### src/rtl/fpu_dp_subtractor.sv
// fpu_dp_subtractor: IEEE-754 binary64 subtractor (a - b), round toward zero.
// Three-stage pipeline: align, add/subtract, normalize. Denormal inputs are
// flushed to zero, underflowing results are flushed to zero, and overflowing
// results saturate to signed infinity.
module fpu_dp_subtractor (
  input  logic        clk,
  input  logic        rst_n,
  input  logic [63:0] a,
  input  logic [63:0] b,
  input  logic        in_valid,
  output logic        in_ready,
  output logic [63:0] result,
  output logic        overflow,
  output logic        underflow,
  output logic        out_valid,
  input  logic        out_ready
);

  logic stall;
  logic adv;

  assign stall    = out_valid && !out_ready;
  assign adv      = !stall;
  assign in_ready = !rst_n || !stall;

  // ---------------------------------------------------------------------------
  // S1: flush denormals, order by magnitude, align the smaller operand
  // ---------------------------------------------------------------------------
  logic [10:0]  ea, eb, ex, ey, d;
  logic [52:0]  ma, mb, mx, my;
  logic         swap, sx, sy;
  logic [111:0] sh;
  logic [55:0]  y_al;

  // Operand swap and right shift with guard/round/sticky.
  always_comb begin
    ea   = a[62:52];
    eb   = b[62:52];
    ma   = (ea == '0) ? '0 : {1'b1, a[51:0]};
    mb   = (eb == '0) ? '0 : {1'b1, b[51:0]};
    swap = {eb, mb} > {ea, ma};
    if (swap) begin
      ex = eb;  mx = mb;  sx = ~b[63];
      ey = ea;  my = ma;  sy = a[63];
    end else begin
      ex = ea;  mx = ma;  sx = a[63];
      ey = eb;  my = mb;  sy = ~b[63];
    end
    d  = ex - ey;
    sh = {my, 59'd0} >> d;
    // Bits shifted past the round position collapse into the sticky LSB so
    // a subtract borrows correctly for truncation.
    if (d > 11'd55)
      y_al = {55'd0, |my};
    else
      y_al = {sh[111:57], sh[56] | (|sh[55:0])};
  end

  logic        s1_valid;
  logic        s1_sign;
  logic        s1_sub;
  logic [10:0] s1_exp;
  logic [55:0] s1_x;
  logic [55:0] s1_y;

  // S1 register: aligned operands of an accepted input.
  always_ff @(posedge clk) begin
    if (!rst_n) begin
      s1_valid <= 1'b0;
    end else if (adv) begin
      s1_valid <= in_valid;
      if (in_valid) begin
        s1_sign <= sx;
        s1_sub  <= sx ^ sy;
        s1_exp  <= ex;
        s1_x    <= {mx, 3'b000};
        s1_y    <= y_al;
      end
    end
  end

  // ---------------------------------------------------------------------------
  // S2: magnitude add or subtract (larger minus smaller never goes negative)
  // ---------------------------------------------------------------------------
  logic        s2_valid;
  logic        s2_sign;
  logic [10:0] s2_exp;
  logic [56:0] s2_sum;

  // S2 register: raw magnitude sum/difference with carry bit.
  always_ff @(posedge clk) begin
    if (!rst_n) begin
      s2_valid <= 1'b0;
    end else if (adv) begin
      s2_valid <= s1_valid;
      if (s1_valid) begin
        s2_sign <= s1_sign;
        s2_exp  <= s1_exp;
        s2_sum  <= s1_sub ? ({1'b0, s1_x} - {1'b0, s1_y})
                          : ({1'b0, s1_x} + {1'b0, s1_y});
      end
    end
  end

  // ---------------------------------------------------------------------------
  // S3: leading-one detect, normalize, exponent adjust, flags
  // ---------------------------------------------------------------------------
  logic [5:0]  lead;
  logic        nz;
  logic [12:0] e_adj;
  logic [51:0] frac;
  logic        ov_n, uf_n;
  logic [63:0] res_n;

  // Hidden bit sits at bit 55 of the sum; exponent shifts by (lead - 55).
  always_comb begin
    lead = '0;
    for (int unsigned i = 0; i < 57; i++) begin
      if (s2_sum[i]) lead = 6'(i);
    end
    nz    = |s2_sum;
    e_adj = {2'b00, s2_exp} + {7'd0, lead} - 13'd55;
    frac  = 52'((s2_sum << (6'd56 - lead)) >> 4);
    uf_n  = nz && (e_adj[12] || (e_adj == '0));
    ov_n  = nz && !e_adj[12] && (e_adj > 13'd2046);
    if (!nz || uf_n)
      res_n = '0;
    else if (ov_n)
      res_n = {s2_sign, 11'h7FF, 52'd0};
    else
      res_n = {s2_sign, e_adj[10:0], frac};
  end

  // S3 register: the visible output stage, held while downstream stalls.
  always_ff @(posedge clk) begin
    if (!rst_n) begin
      out_valid <= 1'b0;
      result    <= '0;
      overflow  <= 1'b0;
      underflow <= 1'b0;
    end else if (adv) begin
      out_valid <= s2_valid;
      if (s2_valid) begin
        result    <= res_n;
        overflow  <= ov_n;
        underflow <= uf_n;
      end
    end
  end

endmodule

### config.mk
export PLATFORM = sky130hd
export DESIGN_NAME = fpu_dp_subtractor
export DESIGN_NICKNAME = d
export VERILOG_FILES = /design/src/rtl/fpu_dp_subtractor.sv
export SDC_FILE = /design/constraint.sdc
export NUM_CORES = 1
export LEC_CHECK = 0
export ABC_AREA = 1
export ABC_CLOCK_PERIOD_IN_PS = 22000
export CAP_MARGIN = 20
export CORE_ASPECT_RATIO = 1.5
export CORE_UTILIZATION = 45
export CTS_CLUSTER_DIAMETER = 100
export CTS_CLUSTER_SIZE = 40
export DETAILED_ROUTE_END_ITERATION = 10
export GPL_TIMING_DRIVEN = 0
export PLACE_DENSITY = 0.66
export SLEW_MARGIN = 20
export SYNTH_ARGS = -nofsm -noshare
export SYNTH_HDL_FRONTEND = slang
export SYNTH_SLANG_ARGS = --single-unit
### constraint.sdc
create_clock -name clk -period 22 [get_ports clk]
set_input_delay 6.6 -clock clk [delete_from_list [all_inputs] [get_ports clk]]
set_output_delay 6.6 -clock clk [all_outputs]
set_load 0.05 [all_outputs]
==> impl_metrics.csv, run 1 <==
group,metric,value,unit
critical_path,critPathArrivalTime,15720,ps
floorplanning,coreArea,56900,sq um
critical_path,crit_type,"in2reg",
pwr,peakVddDrop,0.00004446,V
routing,drtIter0Drc,2147,
timing,hold_viol,0,
place,post-place-ws,6327,ps
global_routing,grt_pass1_vias,27930,
timing,setup_viol,0,
yosys,area_leaders,"edfxtp_1, nand2_1, nand3_1, ha_1, inv_1",
critical_path,critPathMaxFanout,10,
critical_path,crit_path_start_kind,"primary input",
timing,maxSlewViolCount,0,
routing,drt-total-wl,118200,um
run,warnings,80,
min_path,hold_class,"reg2reg",
cts,postCtsSetupBuffers,0,
global_routing,grt_usage,40.48,%
final_layout,nets,4628,
timing,fin_crit,15430,ps
global_routing,grt_max_degree,41,
routing,antenna_left,0,
final_layout,fin_util,51.76,%
cts,htree_levels,1,
cts,cts_buffers,12,
routing,top_layer_used,"met5",
yosys,netlist.area_leader.share,22.14,%
place,place_area,28990,sq um
cts,cts_resized,0,
routing,detail_route.vias_per_cell,5.678,
yosys,async_reset_ff_share,0,%
timing,hold_ws,432.0,ps
yosys,yosysWarnings,0,
final_layout,final_cell_mix,"nand2_1, nand3_1, inv_1",
final_layout,num-fill-cells,6091,
routing,wl_per_cell,23.28,um
cts,cts_max_path_buffers,3,
yosys,ys_cells,4086,
yosys,syn_inst,4086,
routing,drc_errors,0,
final_layout,drive_gt1_share,2.553,%
routing,route.met2.wl,59380,um
yosys,ys_ff,260,
global_routing,grt_first_pass_wirelength,172200,um
cts,cts.sinks,260,
routing,dr.pass1.iters,8,
pwr,finalPower,1.922,mW
place,hpwl,99840,um
routing,met1_length,36960,um
yosys,flop_cell,"edfxtp_1",
critical_path,cp_common_cell,"nand2_1",
global_routing,grt_overflow,0,
place,numPortBuffers,198,
yosys,ys_area,25900,sq um
yosys,largest_area_cell,"edfxtp_1",
critical_path,crit_path_top_delay_cell,"clkbuf_1",
floorplanning,die_h,295.8,um
timing,max-slew-margin-rel,16.51,%
final_layout,layout_top_cell,"nand2_1",
yosys,edf_count,191,
critical_path,crit_path_end_kind,"flop",
timing,max_freq,64.82,MHz
yosys,synth_area_per_cell,6.339,sq um
routing,met3WireLength,6651,um
critical_path,worst_ep_required_time,22290,ps
cts,ctsHoldBuffers,0,
yosys,syn_nets,4410,
pwr,p_leak,13.60,nW
final_layout,final_cells,5077,
yosys,syn-cell-area,25900,sq um
floorplanning,die_x,197.9,um
pwr,power_density,65.26,nW/um^2
timing,fin_setup_tns,0,ps
timing,tightest_slew,1239,ps
timing,rsz0062_at_grt,"no",
outcome,status,"complete, no violations",
floorplanning,fp-row-count,107,
yosys,postSynthSeqShare,27.48,%
floorplanning,initial_core_util,45.52,%
cts,cts-root-buf,"clkbuf_16",
yosys,synth_cell_types,65,
routing,vias,28830,
floorplanning,ios,200,
floorplanning,die-area,58540,sq um
place,dpl.cell_count,5053,
critical_path,cp_slowest_stage_delay,600,ps
cts,cts_tree,"yes",
cts,clkTransAtPathRegs,130,ps
global_routing,grt_antenna_before_repair,7,
run,drv_cap,0,
place,place.gp.congestion,1.111,
timing,finalCritPeriodShare,70.12,%
==> run 1: metal layers <==
| metal | up-vias | global-route usage, % |
|---|---|---|
| met5 | - | 0.08418 |
| met4 | 6 | 43.15 |
| met3 | 543 | 6.755 |
| met2 | 1255 | 74.68 |
| met1 | 12990 | 35.63 |
| li1 | 14030 | - |
==> run 1: synthesized netlist by cell type (6+ instances only) <==
cell	count
buf_2	22
a21oi_1	245
or2_1	8
nor2_1	223
inv_1	398
buf_1	29
xnor2_1	6
o21ai_0	238
clkbuf_1	157
o21ai_1	114
o21a_1	10
o211ai_1	12
ha_1	190
mux2i_1	8
nand3_1	556
nor3_1	13
edfxtp_1	191
nor4_1	8
xor2_1	70
o21ai_2	13
nand2_2	9
nand2_1	1320
o31ai_1	15
o21bai_1	11
o22ai_1	12
a31oi_1	27
dfxtp_1	69
inv_2	12
nand4_1	32
==> run 1: state kept, by name (all words and copies together), names as in the netlist <==
| name | count |
|---|---|
| out_valid | 1 |
| overflow | 1 |
| result | 64 |
| s1_exp | 11 |
| s1_sign | 1 |
| s1_sub | 1 |
| s1_valid | 1 |
| s1_x | 53 |
| s1_y | 56 |
| s2_exp | 11 |
| s2_sign | 1 |
| s2_sum | 57 |
| s2_valid | 1 |
| underflow | 1 |
==> run 1: cell type report <==
cell class / instances / area, sq um / area share, %
multi-input cells: 3195 / 16360 / 55.55
clock inverters: 6 / 127.6 / 0.4333
diodes: 5 / 12.51 / 0.04248
plain buffers: 214 / 872.1 / 2.961
inverters: 417 / 1573 / 5.340
clock buffers: 13 / 325.3 / 1.105
repair buffers: 204 / 2110 / 7.162
well taps: 763 / 954.7 / 3.241
flip-flops and latches: 260 / 7117 / 24.16
==> run 1: cells by family after synthesis <==
logic type                 after synthesis  synth area share (%)
DFF                                    260                 27.48
buffers and inverters                  631                 9.439
adders and majority gates              192                 9.333
AOI/OAI and AO/OA                      734                 15.61
xor gates and xnor gates                76                 2.570
muxes                                    8                0.3092
and+or+nand+nor                       2185                 35.26
==> run 1: worst paths after layout <==
path	from	endpoint	slack, ps	depth (start not counted)
worst max register to register	s2_sum[2]$_DFFE_PP_	result[50]$_SDFFE_PN0P_	12120	83
worst min-delay path	s1_exp[6]$_DFFE_PP_	s2_exp[6]$_DFFE_PP_	430	0
worst min register to register	s1_exp[6]$_DFFE_PP_	s2_exp[6]$_DFFE_PP_	430	0
worst max-delay path	a[54]	s1_y[0]$_DFFE_PP_	6570	45
==> run 1: where the power goes <==
group          switching, mW  internal (mW)
Combinational          0.766          0.284
Sequential            0.0182          0.558
Clock                  0.171          0.124
Total                  0.955          0.967
==> run 1: worst max-delay path: cells and delay by family <==
family | cells | cell delay [ps]
simple gates | 24 | 3050
xor+xnor | 1 | 80
buf+inv | 9 | 2540
fa+ha+maj | 1 | 340
mux | 1 | 380
compound gates | 9 | 2690
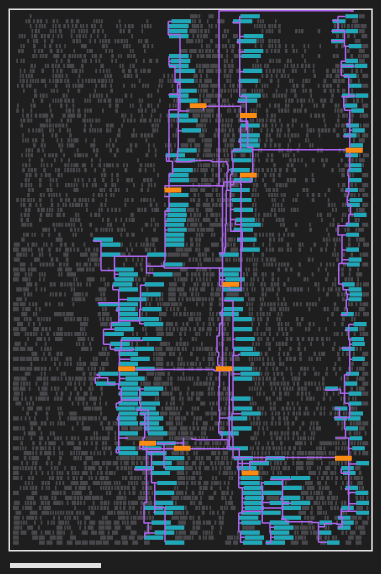
Run 1: routed clock nets over the placement
Bar = 50 um.
[cyan] flip-flops | count: 260
[purple] clock wires | length: 2920 um
[orange] cells driving clock nets | count: 12
flops lie: all over the die
routed clock nets: 13
Worst Skew: 25.48 ps
worst-skew pair later-pin latency: 520 ps
clock share of power: 15.3%

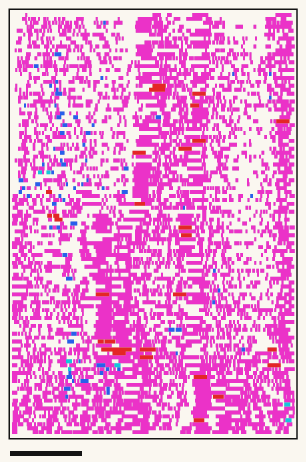
Run 1: cell sizes after repair
Bar = 50 um.
| colour | size | cells | share |
|---|---|---|---|
| blue | drive 2 | 74 | 1.7% |
| magenta | drive 1 or less | 4199 | 97% |
| cyan | drive 3 to 4 | 7 | 0.16% |
| red | drive 6 and up | 29 | 0.67% |
Setup WS post-layout: 6573 ps
post-layout instance area: 29450 sq um
Non-CTS buffers: 418
area growth from synthesis to layout: 13.71%

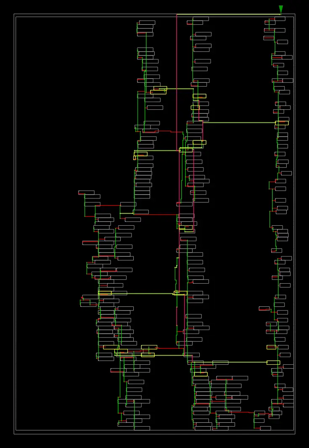
Run 1: the clock network
Seq Cell Count: 260
P_clk: 0.295 mW

==> inputs of run 2 (changes only) <==
- ABC_CLOCK_PERIOD_IN_PS: 22000 -> 15800
- clock period: 22 -> 15.8 ns (I/O delays scaled with it)
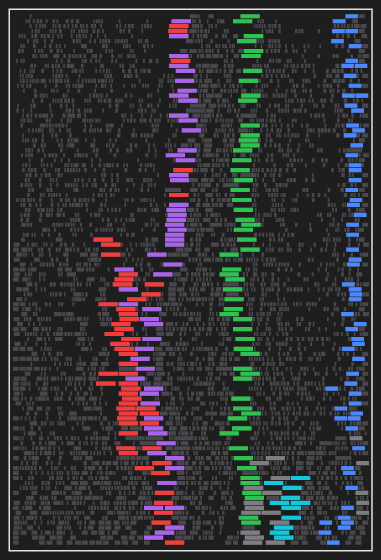
Run 2: sequential cells coloured by netlist name
| colour | name in the netlist | flops |
|---|---|---|
| red | s1_x | 53 |
| cyan | s2_exp | 11 |
| purple | s1_y | 56 |
| blue | result | 64 |
| green | s2_sum | 57 |
not coloured: 19
Seq group: 0.803 mW
final core utilization: 51.76%
register area: 7117 sq um

==> run 2 against run 1 <==
  * Clock-buffer cell count unchanged
  * Via count unchanged
  * Highest routed layer unchanged
  * Synthesized cell count unchanged
  * Clock skew unchanged
  * Combinational power up 39%
  * Flip-flop count unchanged
  * Register-to-register slack worse by 6200 ps
  * Sequential power up 39%
==> impl_metrics.csv, run 2 <==
group,metric,value,unit
critical_path,crit_path_end_kind,"flop",
final_layout,largest_register,"result",
cts,clock_latency,520,ps
critical_path,crit_path_top_delay_cell,"clkbuf_1",
critical_path,rr_startpoint,"s2_sum[2]$_DFFE_PP_",
critical_path,crit_type,"in2reg",
routing,top_layer_used,"met5",
floorplanning,die-area,58540,sq um
yosys,syn_inst,4086,
min_path,hold_class,"reg2reg",
global_routing,grt_usage,40.48,%
routing,met1_length,36960,um
final_layout,layout_top_cell,"nand2_1",
timing,tightest_slew,1239,ps
cts,cts_tree,"yes",
critical_path,crit_path_start_kind,"primary input",
yosys,largest_area_cell,"edfxtp_1",
final_layout,final_cell_mix,"nand2_1, nand3_1, inv_1",
timing,max-slew-margin-rel,16.51,%
cts,cts.sinks,260,
cts,postCtsSetupBuffers,0,
floorplanning,ios,200,
outcome,status,"complete, no violations",
pwr,power_density,90.86,nW/um^2
cts,cts_max_path_buffers,3,
routing,antenna_left,0,
run,warnings,80,
yosys,postSynthSeqShare,27.48,%
global_routing,grt_pass1_vias,27930,
place,numPortBuffers,198,
floorplanning,die_h,295.8,um
critical_path,regToRegSetupSlack,5920,ps
routing,wl_per_cell,23.28,um
timing,hold_viol,0,
pwr,p_leak,13.60,nW
critical_path,r2r_end,"result[50]$_SDFFE_PN0P_",
place,place.gp.congestion,1.111,
routing,met3WireLength,6651,um
yosys,area_leaders,"edfxtp_1, nand2_1, nand3_1, ha_1, inv_1",
yosys,syn_nets,4410,
timing,rsz0062_at_grt,"no",
timing,fin_crit,13570,ps
place,hpwl,99840,um
min_path,whs_endpoint,"s2_exp[6]$_DFFE_PP_",
yosys,top_cells_by_count,"nand2_1, nand3_1, inv_1, a21oi_1, o21ai_0",
cts,cts_buffers,12,
routing,dr.pass1.iters,8,
floorplanning,coreArea,56900,sq um
routing,detail_route.vias_per_cell,5.678,
final_layout,drive_gt1_share,2.553,%
critical_path,r2r_cells,83,
yosys,syn-cell-area,25900,sq um
global_routing,grt_first_pass_wirelength,172200,um
timing,maxSlewViolCount,0,
run,drv_cap,0,
final_layout,final_area,29450,sq um
final_layout,syn2layout_area_growth,13.71,%
yosys,ys_ff,260,
yosys,async_reset_ff_share,0,%
cts,ctsHoldBuffers,0,
yosys,yosysMostFrequentCell,"nand2_1",
routing,drc_errors,0,
timing,worst_slack,2233,ps
final_layout,nets,4628,
cts,clkTransAtPathRegs,130,ps
global_routing,grt_antenna_before_repair,7,
cts,cts-root-buf,"clkbuf_16",
min_path,min-delay-start,"s1_exp[6]$_DFFE_PP_",
final_layout,reg_top3,"result: 64 flops, s2_sum: 57 flops, s1_y: 56 flops",
timing,clock_skew,25.48,ps
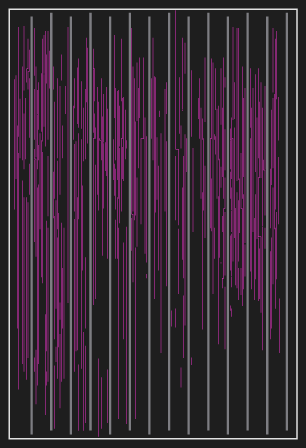
Run 2: metal 4
Supply wires on this layer in grey.
share of all routed wire: 13%
main direction: vertical
via count: 28830
drt total wl: 118200 um

==> run 2: cell counts in the layout (fill, tap and decap cells not counted) <==
No cell type changed its count.
==> run 2: metal layers <==
metal,vias up,GRT usage [%]
met5,-,0.08418
met4,6,43.15
met3,543,6.755
met2,1255,74.68
met1,12990,35.63
li1,14030,-
==> run 2: worst max-delay path, delay by kind of cell <==
kind                       cells  cell delay (ps)
buffers and inverters          9             2540
AOI/OAI and AO/OA              9             2690
adders and majority gates      1              340
muxes                          1              380
and+or+nand+nor               24             3050
xor gates and xnor gates       1               80
==> run 2: layout make-up <==
| class | count | area [sq um] |
|---|---|---|
| Fill cell | 6091 | 27450 |
| Multi-Input combinational cell | 3195 | 16360 |
| Sequential cell | 260 | 7117 |
| Timing Repair Buffer | 204 | 2110 |
| Inverter | 417 | 1573 |
| Tap cell | 763 | 954.7 |
| Buffer | 214 | 872.1 |
| Clock buffer | 13 | 325.3 |
| Clock inverter | 6 | 127.6 |
| Antenna cell | 5 | 12.51 |
==> run 2: logic make-up after synthesis <==
logic type / share of synthesized area, %
AND/OR/NAND/NOR: 35.26
buffers and inverters: 9.439
multiplexers: 0.3092
adder cells (fa/ha/maj): 9.333
flip-flops: 27.48
AND-OR/OR-AND: 15.61
XOR/XNOR: 2.570
==> run 2: how the worst max path moves through the flow <==
stage | from | end | slack (ps) | depth (start not counted)
4_1_cts | a[58] | s1_y[0]$_DFFE_PP_ | 2530 | 49
2_1_floorplan | rst_n | s1_exp[0]$_DFFE_PP_ | 4910 | 3
3_5_place_dp | a[58] | s1_y[0]$_DFFE_PP_ | 1990 | 49
5_1_grt | a[58] | s1_y[0]$_DFFE_PP_ | 1700 | 45
6_report | a[54] | s1_y[0]$_DFFE_PP_ | 2230 | 45
3_3_place_gp | a[59] | s1_y[0]$_DFFE_PP_ | 2000 | 49
==> run 2: power breakdown <==
group / leakage [nW] / internal [mW] / switching (mW) / total, mW
Sequential: 2.39 / 0.778 / 0.0254 / 0.803
Clock: 0.216 / 0.173 / 0.238 / 0.411
Combinational: 11.0 / 0.396 / 1.07 / 1.46
Total: 13.6 / 1.35 / 1.33 / 2.68
==> run 2: per-stage QoR <==
| step | std cells | total power [mW] | hold WS, ps |
|---|---|---|---|
| after detailed placement | 5053 | 2.216 | 404.5 |
| after global placement | 5047 | 2.221 | 405.3 |
| final | 5077 | 2.676 | 432.0 |
| after global routing | 5073 | 2.810 | 434.3 |
| after CTS | 5072 | 2.623 | 435.7 |
| after floorplan | 4086 | 1.693 | 400.3 |
Power figures rest on the tool's default switching activity, not on a simulated workload.
